===== src/rtl/vga_rx_monitor.sv =====
// Recovers VGA timing from hs/vs/blank, locks against the nominal raster and captures the colour at a probe pixel.
// Latency: all outputs are registered and update one Clk after the pix_en tick that caused them.
// Backpressure: none; inputs are sampled only on pix_en strobes and there is no flow control.
module vga_rx_monitor #(
    parameter int H_TOTAL  = 800,
    parameter int V_TOTAL  = 525,
    parameter int H_ACTIVE = 640,
    parameter int V_ACTIVE = 480
) (
    input  logic        Clk,
    input  logic        Reset_n,
    input  logic        pix_en,
    input  logic        hs,
    input  logic        vs,
    input  logic        blank,
    input  logic [3:0]  R_in,
    input  logic [3:0]  G_in,
    input  logic [3:0]  B_in,
    input  logic [9:0]  probe_x,
    input  logic [9:0]  probe_y,
    output logic [9:0]  rx_x,
    output logic [9:0]  rx_y,
    output logic [9:0]  line_len,
    output logic [9:0]  frame_lines,
    output logic        locked,
    output logic        err_sticky,
    output logic [7:0]  frame_cnt,
    output logic [11:0] probe_rgb,
    output logic        probe_valid
);

    typedef enum logic [1:0] {SEARCH = 2'd0, ALIGN = 2'd1, LOCKED = 2'd2} state_t;

    localparam logic [9:0] CNT_MAX    = 10'h3FF;
    localparam logic [9:0] H_TOTAL_W  = 10'(H_TOTAL);
    localparam logic [9:0] V_TOTAL_W  = 10'(V_TOTAL);
    localparam logic [9:0] H_ACTIVE_W = 10'(H_ACTIVE);
    localparam logic [9:0] V_ACTIVE_W = 10'(V_ACTIVE);

    state_t     state;
    logic       hs_prev, vs_prev;
    logic       hs_fall, vs_fall, hsat, line_err, frame_err, probe_hit;
    logic       line_active, lines_ok;
    logic [9:0] hcnt, vcnt, hlen_new, flen_new;

    always_comb begin
        hs_fall   = pix_en && hs_prev && !hs;
        vs_fall   = pix_en && vs_prev && !vs;
        hlen_new  = (hcnt == CNT_MAX) ? CNT_MAX : hcnt + 10'd1;
        flen_new  = (vcnt == CNT_MAX) ? CNT_MAX : vcnt + 10'd1;
        hsat      = pix_en && !hs_fall && (hcnt == CNT_MAX);
        line_err  = hs_fall && (hlen_new != H_TOTAL_W);
        frame_err = vs_fall && (flen_new != V_TOTAL_W);
        probe_hit = pix_en && blank && (rx_x == probe_x) && (rx_y == probe_y)
                    && (probe_x < H_ACTIVE_W) && (probe_y < V_ACTIVE_W);
    end

    // Line/frame measurement; lines_ok covers every line closed since the last vs edge.
    always_ff @(posedge Clk or negedge Reset_n) begin
        if (!Reset_n) begin
            hs_prev     <= 1'b1;
            vs_prev     <= 1'b1;
            hcnt        <= '0;
            vcnt        <= '0;
            line_len    <= '0;
            frame_lines <= '0;
            lines_ok    <= 1'b0;
        end else if (pix_en) begin
            hs_prev <= hs;
            vs_prev <= vs;
            if (hs_fall) begin
                hcnt     <= '0;
                line_len <= hlen_new;
            end else if (hcnt != CNT_MAX) begin
                hcnt <= hcnt + 10'd1;
            end
            if (vs_fall) begin
                vcnt        <= '0;
                frame_lines <= flen_new;
            end else if (hs_fall && vcnt != CNT_MAX) begin
                vcnt <= vcnt + 10'd1;
            end
            if (vs_fall)
                lines_ok <= 1'b1;
            else if (line_err)
                lines_ok <= 1'b0;
        end
    end

    // The line closing on a vs edge is judged together with the frame it ends.
    always_ff @(posedge Clk or negedge Reset_n) begin
        if (!Reset_n) begin
            state      <= SEARCH;
            locked     <= 1'b0;
            err_sticky <= 1'b0;
            frame_cnt  <= '0;
        end else if (hsat) begin
            if (state == LOCKED)
                err_sticky <= 1'b1;
            state  <= SEARCH;
            locked <= 1'b0;
        end else begin
            case (state)
                SEARCH: begin
                    if (vs_fall)
                        state <= ALIGN;
                end
                ALIGN: begin
                    if (vs_fall) begin
                        if (lines_ok && !line_err && !frame_err) begin
                            state  <= LOCKED;
                            locked <= 1'b1;
                        end else begin
                            state <= SEARCH;
                        end
                    end
                end
                LOCKED: begin
                    if (line_err || frame_err) begin
                        err_sticky <= 1'b1;
                        state      <= SEARCH;
                        locked     <= 1'b0;
                    end else if (vs_fall) begin
                        frame_cnt <= frame_cnt + 8'd1;
                    end
                end
                default: begin
                    state  <= SEARCH;
                    locked <= 1'b0;
                end
            endcase
        end
    end

    always_ff @(posedge Clk or negedge Reset_n) begin
        if (!Reset_n) begin
            rx_x        <= '0;
            rx_y        <= '0;
            line_active <= 1'b0;
            probe_rgb   <= '0;
            probe_valid <= 1'b0;
        end else begin
            probe_valid <= 1'b0;
            if (pix_en) begin
                if (hs_fall)
                    rx_x <= '0;
                else if (blank && rx_x != CNT_MAX)
                    rx_x <= rx_x + 10'd1;
                if (hs_fall)
                    line_active <= 1'b0;
                else if (blank)
                    line_active <= 1'b1;
                if (vs_fall)
                    rx_y <= '0;
                else if (hs_fall && line_active && rx_y != CNT_MAX)
                    rx_y <= rx_y + 10'd1;
                if (state == LOCKED && probe_hit) begin
                    probe_rgb   <= {R_in, G_in, B_in};
                    probe_valid <= 1'b1;
                end
            end
        end
    end

endmodule


===== config.mk =====
export PLATFORM = sky130hd
export DESIGN_NAME = vga_rx_monitor
export DESIGN_NICKNAME = d
export VERILOG_FILES = /design/src/rtl/vga_rx_monitor.sv
export SDC_FILE = /design/constraint.sdc
export NUM_CORES = 1
export LEC_CHECK = 0
export CAP_MARGIN = 40
export CELL_PAD_IN_SITES_DETAIL_PLACEMENT = 2
export CELL_PAD_IN_SITES_GLOBAL_PLACEMENT = 2
export CORE_UTILIZATION = 32
export DETAILED_ROUTE_END_ITERATION = 16
export PLACE_DENSITY_LB_ADDON = 0.1
export SLEW_MARGIN = 10
export SYNTH_ARGS = -nofsm -noshare
export SYNTH_HDL_FRONTEND = slang
export SYNTH_SLANG_ARGS = --single-unit

===== constraint.sdc =====
create_clock -name Clk -period 3.4 [get_ports Clk]
set_clock_uncertainty 0.1 [all_clocks]
set_input_delay 0.68 -clock Clk [delete_from_list [all_inputs] [get_ports Clk]]
set_output_delay 0.68 -clock Clk [all_outputs]
set_load 0.05 [all_outputs]

==> results_dict.tcl, run 1 <==
# yosys + openroad results
set metrics [dict create \
    cts-buffers-inserted 9 \
    n_antenna_cell 0 \
    syn_area_per_cell_sq_um 9.72 \
    synth_nets 533 \
    netlist-cell-type-count 59 \
    fin_nets 637 \
    r2r-start "hcnt[0]$_DFFE_PN0P_" \
    cp.required_ns 3.53 \
    clkSlewWorstSetupHoldPaths_ns 0.07 \
    report.final.hold_viol_count 0 \
    drt_drc_violations_left 0 \
    floorplan.rows 44 \
    grt_pass1_wl_mm 23.3 \
    postCtsSetupBuffers 0 \
    tritoncts "built" \
    enable_flop_cells 0 \
    synthAdderAreaFrac_pct 1.31 \
    chip_area_sq_mm 0.0154 \
    initialDrtViolationCount 161 \
    filler_cell_count 1543 \
    rsz0062_at_grt "no" \
    worst_hold_path_type "in2async" \
    drtPass1Iterations 4 \
    synthDominantAreaCellType "sky130_fd_sc_hd__dfrtp_1" \
    top_logic_kind "simple AND/OR/NAND/NOR gates" \
    syn_inst 490 \
    vias_per_cell 5.20 \
    via_count_of_the_first_global_routing_pass 4477 \
    ys_sh_aoi_pct 10.2 \
    drt.antenna.violating_nets 0 \
    total_power_mw 3.21 \
    clk_root_buffer_cell "sky130_fd_sc_hd__clkbuf_16" \
    transition_at_the_pin_with_the_smallest_max_transition_slack_ns 0.626 \
    timing.critical_path.fanout_max 11 \
    ctsHtreeMaxLevel 3 \
    maxCapViolations 0 \
    top_cells_by_count "sky130_fd_sc_hd__dfrtp_1 (87), sky130_fd_sc_hd__nand2_1 (60), sky130_fd_sc_hd__nor2_1 (56), sky130_fd_sc_hd__o21ai_0 (41), sky130_fd_sc_hd__xor2_1 (31)" \
    worst-endpoint-arrival_ns 2.93 \
    ys_ff 89 \
    max-vdd-ir-drop_v 0.000268 \
    globalRouteOverflowTotal 0 \
    relSlewSlack_pct 58.3 \
    synthesis.yosys.warnings 0 \
    finalWirelength_mm 14.3 \
    path_class "reg2reg" \
    fp-utilization_pct 32.8 \
    async_flop_share_pct 100 \
    top_area_share_pct 45.7 \
    rrSetupSlack_ns 0.60 \
    cts_buffer_depth 2 \
    synth-xor-area-share_pct 10.5 \
    post_route_cells_drive_above_1_share_pct 12.0 \
    library_cell_with_the_highest_instance_count_after_synthesis "sky130_fd_sc_hd__dfrtp_1" \
    synthFlopType "sky130_fd_sc_hd__dfrtp_1" \
    die-height_um 124 \
    post-route-period-util_pct 82.4 \
    pleak_nw 2.67 \
    capturing_element_type_of_the_critical_path "flip-flop" \
    fin_crit_ns 2.80 \
    synth.cell_area_sq_mm 0.00476 \
    fp.coreArea_sq_mm 0.0145 \
    yosys_stat_cell_total 490 \
    ys_top_cells_by_area "sky130_fd_sc_hd__dfrtp_1 (46%), sky130_fd_sc_hd__xor2_1 (5.7%), sky130_fd_sc_hd__xnor2_1 (4.8%), sky130_fd_sc_hd__nand2_1 (4.7%), sky130_fd_sc_hd__nor2_1 (4.4%)" \
    antenna_found_initial 0 \
    grt_use_total_pct 19.7 \
    worstRegToRegCells 7 \
    rr_endpoint "frame_cnt[1]$_DFFE_PN0P_" \
    flow.area_growth_from_synthesis_pct 32.4 \
    critPathLaunchType "flip-flop" \
    fin_tns_setup_ns 0 \
    gpl.final_weighted_congestion 0.831 \
    number_of_gates_given_a_new_drive_strength_after_cts 0 \
    port_buffers 100 \
    status "finished clean" \
    finalSetupViolations 0 \
    yosys-stat-area_sq_mm 0.00476 \
    seq_area_frac_synth_pct 46.8 \
    die_x_um 124 \
    synth.mux.area_fraction_pct 4.81 \
    post_synth_and_or_nand_nor_area_fraction_pct 23.6 \
    max_freq_mhz 357 \
]
run 1: worst max path at each step:
stage / startpoint / cells past startpoint / end
final: hcnt[0]$_DFFE_PN0P_ / 7 / frame_cnt[1]$_DFFE_PN0P_
after global routing: hcnt[0]$_DFFE_PN0P_ / 7 / frame_cnt[1]$_DFFE_PN0P_
after CTS: hcnt[0]$_DFFE_PN0P_ / 7 / frame_cnt[1]$_DFFE_PN0P_
after detailed placement: pix_en / 7 / probe_rgb[1]$_DFFE_PN0P_
after global placement: pix_en / 7 / probe_rgb[4]$_DFFE_PN0P_
after floorplan: rx_y[0]$_DFFE_PN0P_ / 7 / rx_y[7]$_DFFE_PN0P_
run 1: flip-flops by register name, summed over array words and instances, names as in the netlist:
register and flops:
state 2, vs_prev 1, hcnt 10, hs_prev 1
frame_cnt 8, probe_rgb 12, probe_valid 1, rx_y 10
frame_lines 10, rx_x 10, line_len 10, err_sticky 1
vcnt 10, locked 1, lines_ok 1, line_active 1
run 1: stage by stage:
step                      cells  setup slack, ns  util, %  hold WS, ns  cell area [sq um]
after global routing        783            0.399     43.4        0.293               6310
after global placement      767            0.507     41.3        0.354               6010
after detailed placement    767            0.439     41.3        0.360               6010
final                       783            0.597     43.4        0.242               6310
after CTS                   783            0.579     43.4        0.270               6310
after floorplan             490            0.966        -        0.284               4760
run 1: cell type report:
type	instances	area [sq um]	area share, %
inverters	4	15.0	0.238
clock buffers	9	225	3.57
flip-flops and latches	89	2230	35.4
repair buffers	116	1120	17.7
well taps	184	230	3.65
clock inverters	7	76.3	1.21
multi-input cells	374	2410	38.2
run 1: cells in the final DEF (no fill, tap or decap), drive strengths merged, types with 16 or more instances in the layout:
cell,instances
buf,17
xor2,31
nand4,16
dfrtp,87
nor2,56
o21ai,42
nand3,18
nand2,60
clkdlybuf4s50,99
xnor2,26
run 1: routing by layer:
metal	GRT usage [%]	wire, um	vias up
li1	-	-	1920
met1	26.9	6740	2056
met2	31.7	6740	87
met3	4.21	685	8
met4	4.91	111	0
met5	0	0	-
run 1: where the power goes:
| part | switching [mW] | total (mW) | internal [mW] | leakage (nW) |
|---|---|---|---|---|
| Clock | 0.437 | 1.01 | 0.575 | 0.142 |
| Combinational | 0.529 | 0.860 | 0.331 | 1.34 |
| Sequential | 0.164 | 1.34 | 1.18 | 1.19 |
| Total | 1.13 | 3.21 | 2.08 | 2.67 |
run 1: critical path, stage by stage, from the launching register on:
cell	delay [ns]
sky130_fd_sc_hd__dfrtp_1	0.47
sky130_fd_sc_hd__ha_1	0.44
sky130_fd_sc_hd__and4_2	0.36
sky130_fd_sc_hd__nand2_1	0.09
sky130_fd_sc_hd__a221oi_2	0.31
sky130_fd_sc_hd__a31oi_1	0.18
sky130_fd_sc_hd__nor4_2	0.38
sky130_fd_sc_hd__mux2_1	0.36
run 1: logic make-up (layout without fill, tap and decap cells):
| logic type | after synthesis | in the layout |
|---|---|---|
| AND/OR/NAND/NOR | 211 | 211 |
| AND-OR/OR-AND | 80 | 80 |
| multiplexers | 21 | 21 |
| buffers and inverters | 27 | 136 |
| adder cells (fa/ha/maj) | 5 | 5 |
| flip-flops | 89 | 89 |
| XOR/XNOR | 57 | 57 |
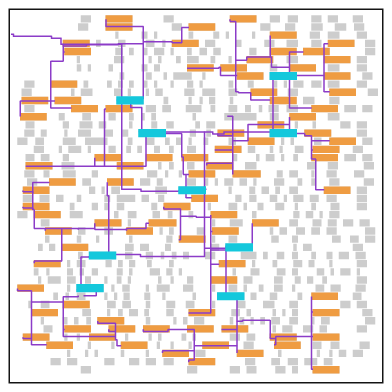
*Clock network drawn from the DEF, run 1*
Drawn at 3 px/um.
[cells driving clock nets] cyan | count: 9
[clock wires] purple | length: 1260 um
[flip-flops] orange | count: 89
routed clock nets: 10
flops lie: all over the die
clock network power: 1.01 mW
Worst-Skew Late Latency: 0.34 ns
Clock Power Share: 31.5%

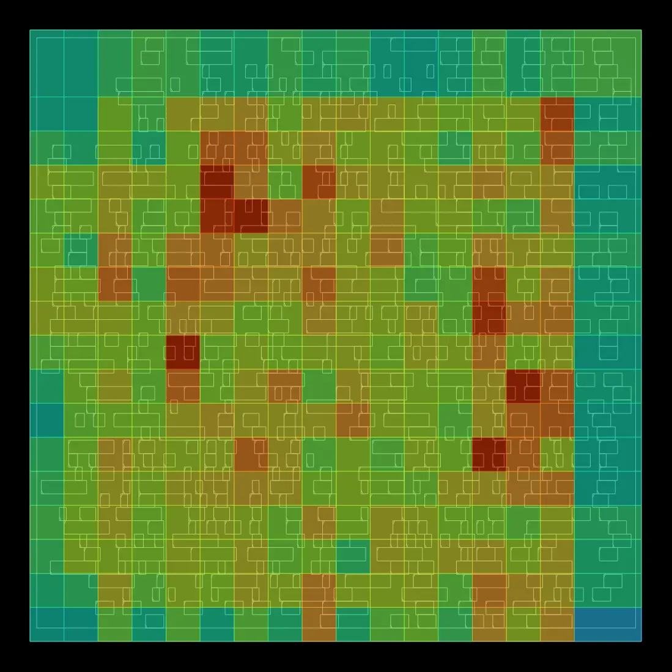
*Routing congestion, run 1*
met2 track demand over resource in global routing: 31.7%
GR met3 Demand/Resource: 4.21%
Global Route met1 Usage: 26.9%

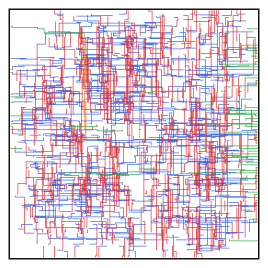
*Wiring by layer, run 1*
Drawn at 2 px/um.
| layer | color | wire length |
|---|---|---|
| met4 | orange | 112 um |
| met1 | blue | 6740 um |
| met3 | green | 685 um |
| met2 | red | 6740 um |
routed wirelength normalized by instance count: 18.2 um
total number of vias: 4071

==> run 2: changes to the inputs <==
- clock period: 3.4 -> 2.6 ns (I/O delays scaled with it)
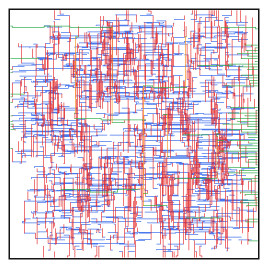
*Wiring by layer, run 2*
Drawn at 2 px/um.
| layer | color | wire length |
|---|---|---|
| met3 | green | 704 um |
| met2 | red | 7140 um |
| met4 | orange | 214 um |
| met1 | blue | 6820 um |

==> run 2 against run 1 <==
Setup slack got worse by 0.46 ns. Synthesized cell count unchanged. Sequential power increased by 28%. Clock power increased by 25%.
==> results_dict.tcl, run 2 <==
# yosys + openroad results
set metrics [dict create \
    seq_area_sq_mm 0.00223 \
    rr_endpoint "frame_cnt[1]$_DFFE_PN0P_" \
    worstRegToRegCells 7 \
    max_flop_register "probe_rgb" \
    yosys_stat_cell_total 490 \
    drv_slew 0 \
    status "finished clean" \
    fin_nets 655 \
    via_count_of_the_first_global_routing_pass 4603 \
    drtPass1Iterations 4 \
    via_count 4185 \
    path_class "reg2reg" \
    async_flop_share_pct 100 \
    finalSetupViolations 0 \
    drt_drc_violations_left 0 \
    die-height_um 124 \
    initialDrtViolationCount 143 \
    r2r-start "hcnt[1]$_DFFE_PN0P_" \
    ctsHtreeMaxLevel 3 \
    max_freq_mhz 406 \
    finalWorstSetupSlack_ns 0.135 \
    detailedPlace.worstSlack_ns -0.156 \
    flow.area_growth_from_synthesis_pct 36.3 \
    chip_area_sq_mm 0.0154 \
    syn_area_per_cell_sq_um 9.72 \
    cts_buffer_depth 2 \
    drt.antenna.violating_nets 0 \
    rrSetupSlack_ns 0.13 \
    report.final.hold_viol_count 0 \
    grt_use_total_pct 20.8 \
    filler_cell_count 1543 \
    netlist-cell-type-count 59 \
    synth.cell_area_sq_mm 0.00476 \
    worst-endpoint-arrival_ns 2.60 \
    maxCapViolations 0 \
    transition_at_the_pin_with_the_smallest_max_transition_slack_ns 0.650 \
    synthesis.yosys.warnings 0 \
    relSlewSlack_pct 56.4 \
    worst_setup_path_endpoint "frame_cnt[1]$_DFFE_PN0P_" \
    timing.critical_path.fanout_max 6 \
    n_antenna_cell 0 \
    logic_area_sq_mm 0.00246 \
    capturing_element_type_of_the_critical_path "flip-flop" \
    synthFlopType "sky130_fd_sc_hd__dfrtp_1" \
    pleak_nw 2.76 \
    syn_inst 490 \
    worst_hold_slack_ns 0.0415 \
    clk-insertion-delay-late_ns 0.36 \
    floorplan.rows 44 \
    die_x_um 124 \
    clock-sinks 89 \
    finalWirelength_mm 14.9 \
    antenna_found_initial 0 \
    ys_top_cells_by_area "sky130_fd_sc_hd__dfrtp_1 (46%), sky130_fd_sc_hd__xor2_1 (5.7%), sky130_fd_sc_hd__xnor2_1 (4.8%), sky130_fd_sc_hd__nand2_1 (4.7%), sky130_fd_sc_hd__nor2_1 (4.4%)" \
    dp.final_hpwl_mm 11.0 \
    fp.coreArea_sq_mm 0.0145 \
    layout_top_cell_excl_fill_tap "sky130_fd_sc_hd__clkdlybuf4s50_1" \
    enable_flop_cells 0 \
    fp-utilization_pct 32.8 \
    globalRouteOverflowTotal 0 \
    top_area_share_pct 45.7 \
    post-route-period-util_pct 94.8 \
    final_core_utilization_pct 44.7 \
    post_route_cells_drive_above_1_share_pct 15.4 \
    largest_register_ff_count 12 \
    ys_ff 89 \
    clkSlewWorstSetupHoldPaths_ns 0.07 \
    library_cell_with_the_highest_instance_count_after_synthesis "sky130_fd_sc_hd__dfrtp_1" \
    cts-buffers-inserted 9 \
    fin_tns_setup_ns 0 \
    tritoncts "built" \
    grt_pass1_wl_mm 24.3 \
    vias_per_cell 5.22 \
    critPathLaunchType "flip-flop" \
    max-vdd-ir-drop_v 0.000364 \
    synth_nets 533 \
    fin_crit_ns 2.47 \
    gpl.final_weighted_congestion 0.874 \
    port_buffers 100 \
    cp.required_ns 2.74 \
    yosys-stat-area_sq_mm 0.00476 \
    worst_hold_path_type "in2async" \
    top_cells_by_count "sky130_fd_sc_hd__dfrtp_1 (87), sky130_fd_sc_hd__nand2_1 (60), sky130_fd_sc_hd__nor2_1 (56), sky130_fd_sc_hd__o21ai_0 (41), sky130_fd_sc_hd__xor2_1 (31)" \
    seq_area_frac_synth_pct 46.8 \
    synthDominantAreaCellType "sky130_fd_sc_hd__dfrtp_1" \
    wire_per_inst_um 18.6 \
    final_cell_mix "sky130_fd_sc_hd__clkdlybuf4s50_1 (99), sky130_fd_sc_hd__dfrtp_1 (87), sky130_fd_sc_hd__nand2_1 (60), sky130_fd_sc_hd__nor2_1 (54), sky130_fd_sc_hd__o21ai_0 (41)" \
    clk_root_buffer_cell "sky130_fd_sc_hd__clkbuf_16" \
    crit_start "hcnt[1]$_DFFE_PN0P_" \
]
run 2: critical path, stage by stage (launching register included):
cell and delay (ns):
sky130_fd_sc_hd__dfrtp_1 0.35, sky130_fd_sc_hd__ha_1 0.22, sky130_fd_sc_hd__and4_2 0.34, sky130_fd_sc_hd__nand2_1 0.09
sky130_fd_sc_hd__a221oi_2 0.34, sky130_fd_sc_hd__a31oi_2 0.20, sky130_fd_sc_hd__nor4_4 0.35, sky130_fd_sc_hd__mux2_1 0.35
run 2: metrics by stage:
stage / instance area [sq um] / std cells / total power, mW
finish: 6490 / 801 / 4.18
global route: 6490 / 801 / 4.42
CTS: 6440 / 800 / 4.25
detailed placement: 6160 / 784 / 2.96
global placement: 6160 / 784 / 2.92
floorplan: 4760 / 490 / 2.46
run 2: where the power goes:
| part | internal, mW | total (mW) | switching [mW] |
|---|---|---|---|
| clock | 0.676 | 1.26 | 0.583 |
| sequential | 1.54 | 1.72 | 0.176 |
| combinational | 0.472 | 1.21 | 0.734 |
run 2: how the worst min path moves through the flow:
stage               depth (start not counted)                       start  slack [ns]                          to
detailed placement                          1    frame_cnt[7]$_DFFE_PN0P_        0.36    frame_cnt[7]$_DFFE_PN0P_
global placement                            2  frame_lines[7]$_DFFE_PN0P_        0.35  frame_lines[7]$_DFFE_PN0P_
finish                                      1                     Reset_n        0.04         rx_y[0]$_DFFE_PN0P_
global route                                1                     Reset_n        0.07         rx_y[0]$_DFFE_PN0P_
floorplan                                   0                     Reset_n        0.12      err_sticky$_DFFE_PN0P_
CTS                                         1                     Reset_n        0.06         rx_y[0]$_DFFE_PN0P_
run 2: timing repair:
action	in CTS	in global routing
endpoints found under the setup margin	0	9
resized	0	7
buffers inserted	0	1
run 2: kinds of logic (layout without fill, tap and decap cells):
group | Yosys count | in the layout | synth area share, %
buffers and inverters | 27 | 154 | 2.73
AOI/OAI and AO/OA | 80 | 80 | 10.2
DFF | 89 | 89 | 46.8
and+or+nand+nor | 211 | 211 | 23.6
xor gates and xnor gates | 57 | 57 | 10.5
muxes | 21 | 21 | 4.81
adders and majority gates | 5 | 5 | 1.31
run 2: layer usage:
| layer | share of wire [%] | track usage (%) | vias to the layer above |
|---|---|---|---|
| met5 | 0 | 0 | - |
| met4 | 1.4 | 6.70 | 0 |
| met3 | 4.7 | 4.17 | 15 |
| met2 | 48 | 33.7 | 88 |
| met1 | 46 | 27.7 | 2122 |
| li1 | - | - | 1960 |
run 2: cell type report:
type,instances,share of cell area (%)
sequential,89,34.3
inverter,4,0.231
tap,184,3.55
clock buffer,10,3.68
clock inverter,6,0.655
multi-input combinational,374,37.8
timing repair buffer,134,19.7
Power and IR drop assume default switching activity.
